`src/rtl/bin2bcd_fmt.sv`:
```
// Signed 21-bit binary to six-digit display formatter (double-dabble, fixed 24-cycle latency).
// Define BIN2BCD_FMT_LZB_EN to blank leading zeros; undefined shows all six digits.
module bin2bcd_fmt (
  input  logic        clk,
  input  logic        rst,
  input  logic        start,
  input  logic [20:0] bin_in,
  input  logic [2:0]  dp_pos,
  output logic [23:0] data_out,
  output logic [5:0]  point,
  output logic        busy,
  output logic        done,
  output logic        ovf
);

  typedef enum logic [1:0] {S_IDLE, S_ABS, S_SHIFT, S_FMT} state_t;

  state_t      state_q, state_d;
  logic [20:0] bin_q, bin_d;      // captured value, then magnitude shift register
  logic [2:0]  dp_q, dp_d;
  logic        neg_q, neg_d;
  logic [27:0] bcd_q, bcd_d;      // seven digits: 2^20 needs one beyond the display
  logic [4:0]  cnt_q, cnt_d;
  logic [23:0] data_q, data_d;
  logic [5:0]  point_q, point_d;
  logic        ovf_q, ovf_d;
  logic        busy_q, busy_d;
  logic        done_q, done_d;

  logic [23:0] fmt_data;
  logic [5:0]  fmt_point;
  logic        fmt_ovf;
  logic [2:0]  dp_eff;
`ifdef BIN2BCD_FMT_LZB_EN
  logic [2:0]  top;
  logic [2:0]  sign_pos;
`endif

  function automatic logic [27:0] bcd_step(input logic [27:0] b, input logic bit_in);
    logic [27:0] adj;
    adj = b;
    for (int k = 0; k < 7; k++) begin
      if (adj[4*k +: 4] >= 4'd5) adj[4*k +: 4] = adj[4*k +: 4] + 4'd3;
    end
    return {adj[26:0], bit_in};
  endfunction

  // Display formatting from the finished BCD register, consumed in FMT.
  always_comb begin
    fmt_ovf   = (bcd_q[27:24] != 4'd0) || (neg_q && (bcd_q[23:20] != 4'd0));
    dp_eff    = (dp_q > 3'd5) ? 3'd0 : dp_q;
    fmt_point = '0;
    for (int i = 1; i < 6; i++) fmt_point[i] = (dp_eff == 3'(i));
    fmt_data  = bcd_q[23:0];
`ifdef BIN2BCD_FMT_LZB_EN
    top = dp_eff;
    for (int i = 1; i < 6; i++) begin
      if ((bcd_q[4*i +: 4] != 4'd0) && (3'(i) > top)) top = 3'(i);
    end
    // With five decimals the minus can only take digit 5, which is zero for any legal negative.
    sign_pos = (top == 3'd5) ? 3'd5 : top + 3'd1;
    for (int i = 0; i < 6; i++) begin
      if (3'(i) > top) fmt_data[4*i +: 4] = 4'hf;
      if (neg_q && (3'(i) == sign_pos)) fmt_data[4*i +: 4] = 4'ha;
    end
`else
    if (neg_q) fmt_data[23:20] = 4'ha;
`endif
    if (fmt_ovf) begin
      fmt_data  = 24'haaaaaa;
      fmt_point = '0;
    end
  end

  // NOTE: every variable gets a default first so no path through the case infers a latch.
  always_comb begin
    state_d = state_q;
    bin_d   = bin_q;
    dp_d    = dp_q;
    neg_d   = neg_q;
    bcd_d   = bcd_q;
    cnt_d   = cnt_q;
    data_d  = data_q;
    point_d = point_q;
    ovf_d   = ovf_q;
    busy_d  = busy_q;
    done_d  = 1'b0;
    case (state_q)
      S_IDLE: begin
        if (start) begin
          bin_d   = bin_in;
          dp_d    = dp_pos;
          busy_d  = 1'b1;
          state_d = S_ABS;
        end
      end
      S_ABS: begin
        neg_d   = bin_q[20];
        bin_d   = bin_q[20] ? (21'd0 - bin_q) : bin_q;
        bcd_d   = '0;
        cnt_d   = '0;
        state_d = S_SHIFT;
      end
      S_SHIFT: begin
        bcd_d = bcd_step(bcd_q, bin_q[20]);
        bin_d = {bin_q[19:0], 1'b0};
        if (cnt_q == 5'd20) state_d = S_FMT;
        else                cnt_d   = cnt_q + 5'd1;
      end
      S_FMT: begin
        data_d  = fmt_data;
        point_d = fmt_point;
        ovf_d   = fmt_ovf;
        done_d  = 1'b1;
        busy_d  = 1'b0;
        state_d = S_IDLE;
      end
      default: state_d = S_IDLE;
    endcase
  end

  // NOTE: state uses non-blocking assignments so all flops update together at the edge.
  always_ff @(posedge clk) begin
    if (rst) begin
      state_q <= S_IDLE;
      bin_q   <= '0;
      dp_q    <= '0;
      neg_q   <= 1'b0;
      bcd_q   <= '0;
      cnt_q   <= '0;
      data_q  <= 24'hffffff;
      point_q <= '0;
      ovf_q   <= 1'b0;
      busy_q  <= 1'b0;
      done_q  <= 1'b0;
    end else begin
      state_q <= state_d;
      bin_q   <= bin_d;
      dp_q    <= dp_d;
      neg_q   <= neg_d;
      bcd_q   <= bcd_d;
      cnt_q   <= cnt_d;
      data_q  <= data_d;
      point_q <= point_d;
      ovf_q   <= ovf_d;
      busy_q  <= busy_d;
      done_q  <= done_d;
    end
  end

  assign data_out = data_q;
  assign point    = point_q;
  assign ovf      = ovf_q;
  assign busy     = busy_q;
  assign done     = done_q;

endmodule
```
`config.mk`:
```
export PLATFORM = sky130hd
export DESIGN_NAME = bin2bcd_fmt
export DESIGN_NICKNAME = d
export VERILOG_FILES = /design/src/rtl/bin2bcd_fmt.sv
export SDC_FILE = /design/constraint.sdc
export NUM_CORES = 1
export LEC_CHECK = 0
export ABC_AREA = 1
export CAP_MARGIN = 0
export CORE_MARGIN = 5
export CORE_UTILIZATION = 45
export CTS_CLUSTER_SIZE = 8
export DETAILED_ROUTE_END_ITERATION = 7
export GPL_ROUTABILITY_DRIVEN = 0
export GPL_TIMING_DRIVEN = 0
export PLACE_DENSITY = 0.69
export REMOVE_ABC_BUFFERS = 1
export SKIP_CTS_REPAIR_TIMING = 1
export SYNTH_ARGS = -nofsm -noshare
export SYNTH_HDL_FRONTEND = slang
export SYNTH_SLANG_ARGS = --single-unit
export TNS_END_PERCENT = 100
```
`constraint.sdc`:
```
create_clock -name clk -period 1.6 [get_ports clk]
set_clock_uncertainty 0.2 [all_clocks]
set_input_delay 0.32 -clock clk [delete_from_list [all_inputs] [get_ports clk]]
set_output_delay 0.32 -clock clk [all_outputs]
set_load 0.01 [all_outputs]
```
==> impl_metrics.tcl <==
# yosys + openroad results
set metrics [dict create \
    run_status "finished with violations" \
    failed_checks "negative setup slack" \
    yosysCellCount 686 \
    h-tree-depth 3 \
    ys_seq_share_pct 37.2 \
    final_cell_count_no_fill 919 \
    number_of_diodes_added_for_antenna_fixing 0 \
    clk_path_buf_depth 2 \
    track_usage_pct 17.8 \
    cts_sinks 92 \
    number_of_cells_after_detailed_placement 855 \
    synth_compound_gate_area_share_pct 21.6 \
    grt_pass1_wl_microns 19600 \
    drt_first_iter_violations 301 \
    adder_share_pct 5.57 \
    power_density_mw_per_mm2 1630 \
    routed.top_layer "met4" \
    fin_crit_share_pct 115 \
    dominantRegCellSynth "dfxtp_1" \
    drt_drc_violations_left 0 \
    synth.mux.area_fraction_pct 0 \
    vertical_extent_of_the_die_microns 115 \
    holdCritPathClass "in2reg" \
    worst_hold_slack_ps 74.3 \
    synth_flops 92 \
    fillers 914 \
    synth.yosys.warnings 0 \
    worstRegToRegCells 8 \
    clkLatencyLatePin_ps 370 \
    clk_pin_slew_ps 100 \
    vdd_ir_drop_max_mv 1.05 \
    synth.avg_cell_area_sq_um 7.21 \
    timing.critical_path.arrival_ps 1930 \
    worst_slack_ps -241 \
    top_area_cell "dfxtp_1" \
    setup_viol 52 \
    synth-simple-area-share_pct 25.7 \
    nature_of_the_critical_path_startpoint "register" \
    clock_root_cell "clkbuf_8" \
    ant_nets 0 \
    grt_max_degree 51 \
    vias_in_the_first_global_route 4426 \
    viasPerCell 5.51 \
    wl_met1_microns 6250 \
    grt_setup_unrepaired "true" \
    enable_flop_cells 0 \
    synth.cellmix.xorXnorShare_pct 1.42 \
]
[where the power goes]
part / switching, W / internal (W) / leakage (nW)
Combinational: 0.00395 / 0.00253 / 1.79
Sequential: 0.000525 / 0.00278 / 0.761
Clock: 0.000871 / 0.000667 / 0.100
Total: 0.00534 / 0.00597 / 2.65
[cell usage in the layout (no fill, tap or decap), drive strengths merged, types with 7 or more instances in the layout]
master         count
clkbuf            12
a21oi             87
ha                22
xor2               7
nand2            130
inv               68
buf               41
o21ai             64
nand4             13
dfxtp             92
o211ai            15
a211oi            13
nand3             56
dlymetal6s2s      32
nor2              69
clkdlybuf4s50     25
or2                7
[sequential cells by signal (all words and copies together) (netlist names), 2 cells and up]
name	flops
state_q	2
cnt_q	5
bin_q	21
point	5
dp_q	3
bcd_q	28
data_out	24
[kinds of logic (layout without fill, tap and decap cells)]
logic type,after synthesis,in the layout
simple gates,278,282
compound gates,186,186
buf+inv,99,188
flops,92,92
fa+ha+maj,22,22
xor+xnor,8,8
other cells,1,1
[through the flow]
step                setup TNS, ps  utilization [%]  total power [W]  area (sq um)
floorplan                  -31930                -          0.00634          4790
global placement          -162690             51.4          0.00718          5550
detailed placement         -80050             51.5          0.00767          5560
CTS                        -84700             53.3          0.00920          5760
global route               -11260             64.1           0.0120          6920
finish                      -6820             64.1           0.0113          6920
[cell type report]
class | count | area (sq um) | area share (%)
well taps | 140 | 175 | 2.53
repair buffers | 99 | 1100 | 15.9
flip-flops and latches | 92 | 1890 | 27.3
clock buffers | 11 | 151 | 2.19
clock inverters | 5 | 43.8 | 0.633
multi-input cells | 499 | 3210 | 46.4
repair inverters | 4 | 32.5 | 0.470
inverters | 69 | 315 | 4.56
[worst paths after layout]
check / slack (ps) / to / startpoint
worst min register to register: 250 / cnt_q[0] / cnt_q[0]
worst min-delay path: 70 / point[3] / rst
worst max register to register: -240 / bcd_q[23] / state_q[1]
worst max-delay path: -240 / bcd_q[23] / state_q[1]
[metal layers]
metal	up-vias	global-route usage, %
met5	-	0
met4	0	4.46
met3	34	3.21
met2	178	30.8
met1	2371	22.9
li1	2483	-
[worst max-delay path: cells and delay by family (launching register included)]
| kind | cells | cell delay [ps] |
|---|---|---|
| fa+ha+maj | 1 | 350 |
| compound gates | 2 | 290 |
| simple gates | 1 | 80 |
| flops | 1 | 390 |
| buf+inv | 4 | 440 |
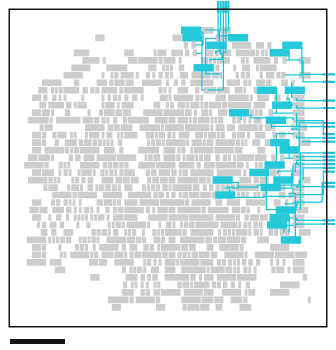
(I/O nets highlighted)
The bar under the picture is 20 microns long.
[data_out] cyan | bits: 24 | direction: output | edge: 19 right, 5 top | end cells: 24 | buffers: 24 | wire: 698 microns

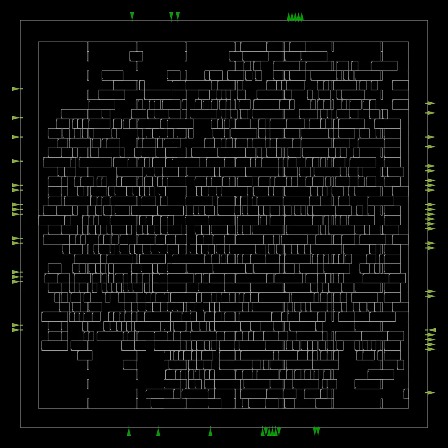
(cell outlines without signal wires)
sequential cells: 92
Placement Rows: 38
proportion of cell area occupied by registers: 27.3%

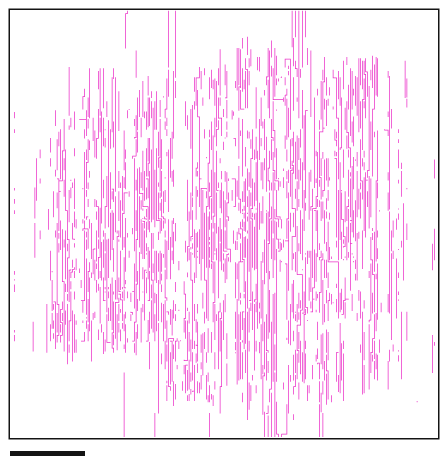
(the metal 2 layer)
The bar under the picture is 20 microns long.
longest straight run: 47.6 microns
share of all routed wire: 50%
nets with wire on the layer: 684
wire length on this layer: 7480 microns
main direction: vertical

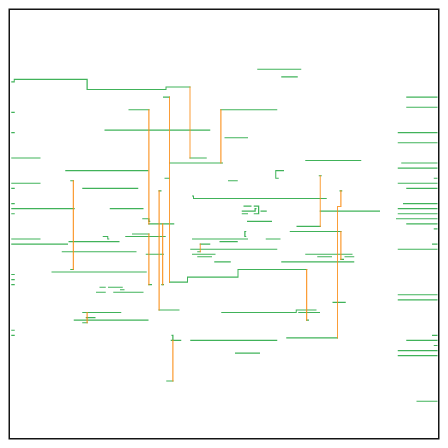
(signal wires by layer)
Two of the layers only.
[met3] green | wire length: 930 microns
[met4] orange | wire length: 290 microns

No activity file was given, so power comes from the tool's default toggle rates.
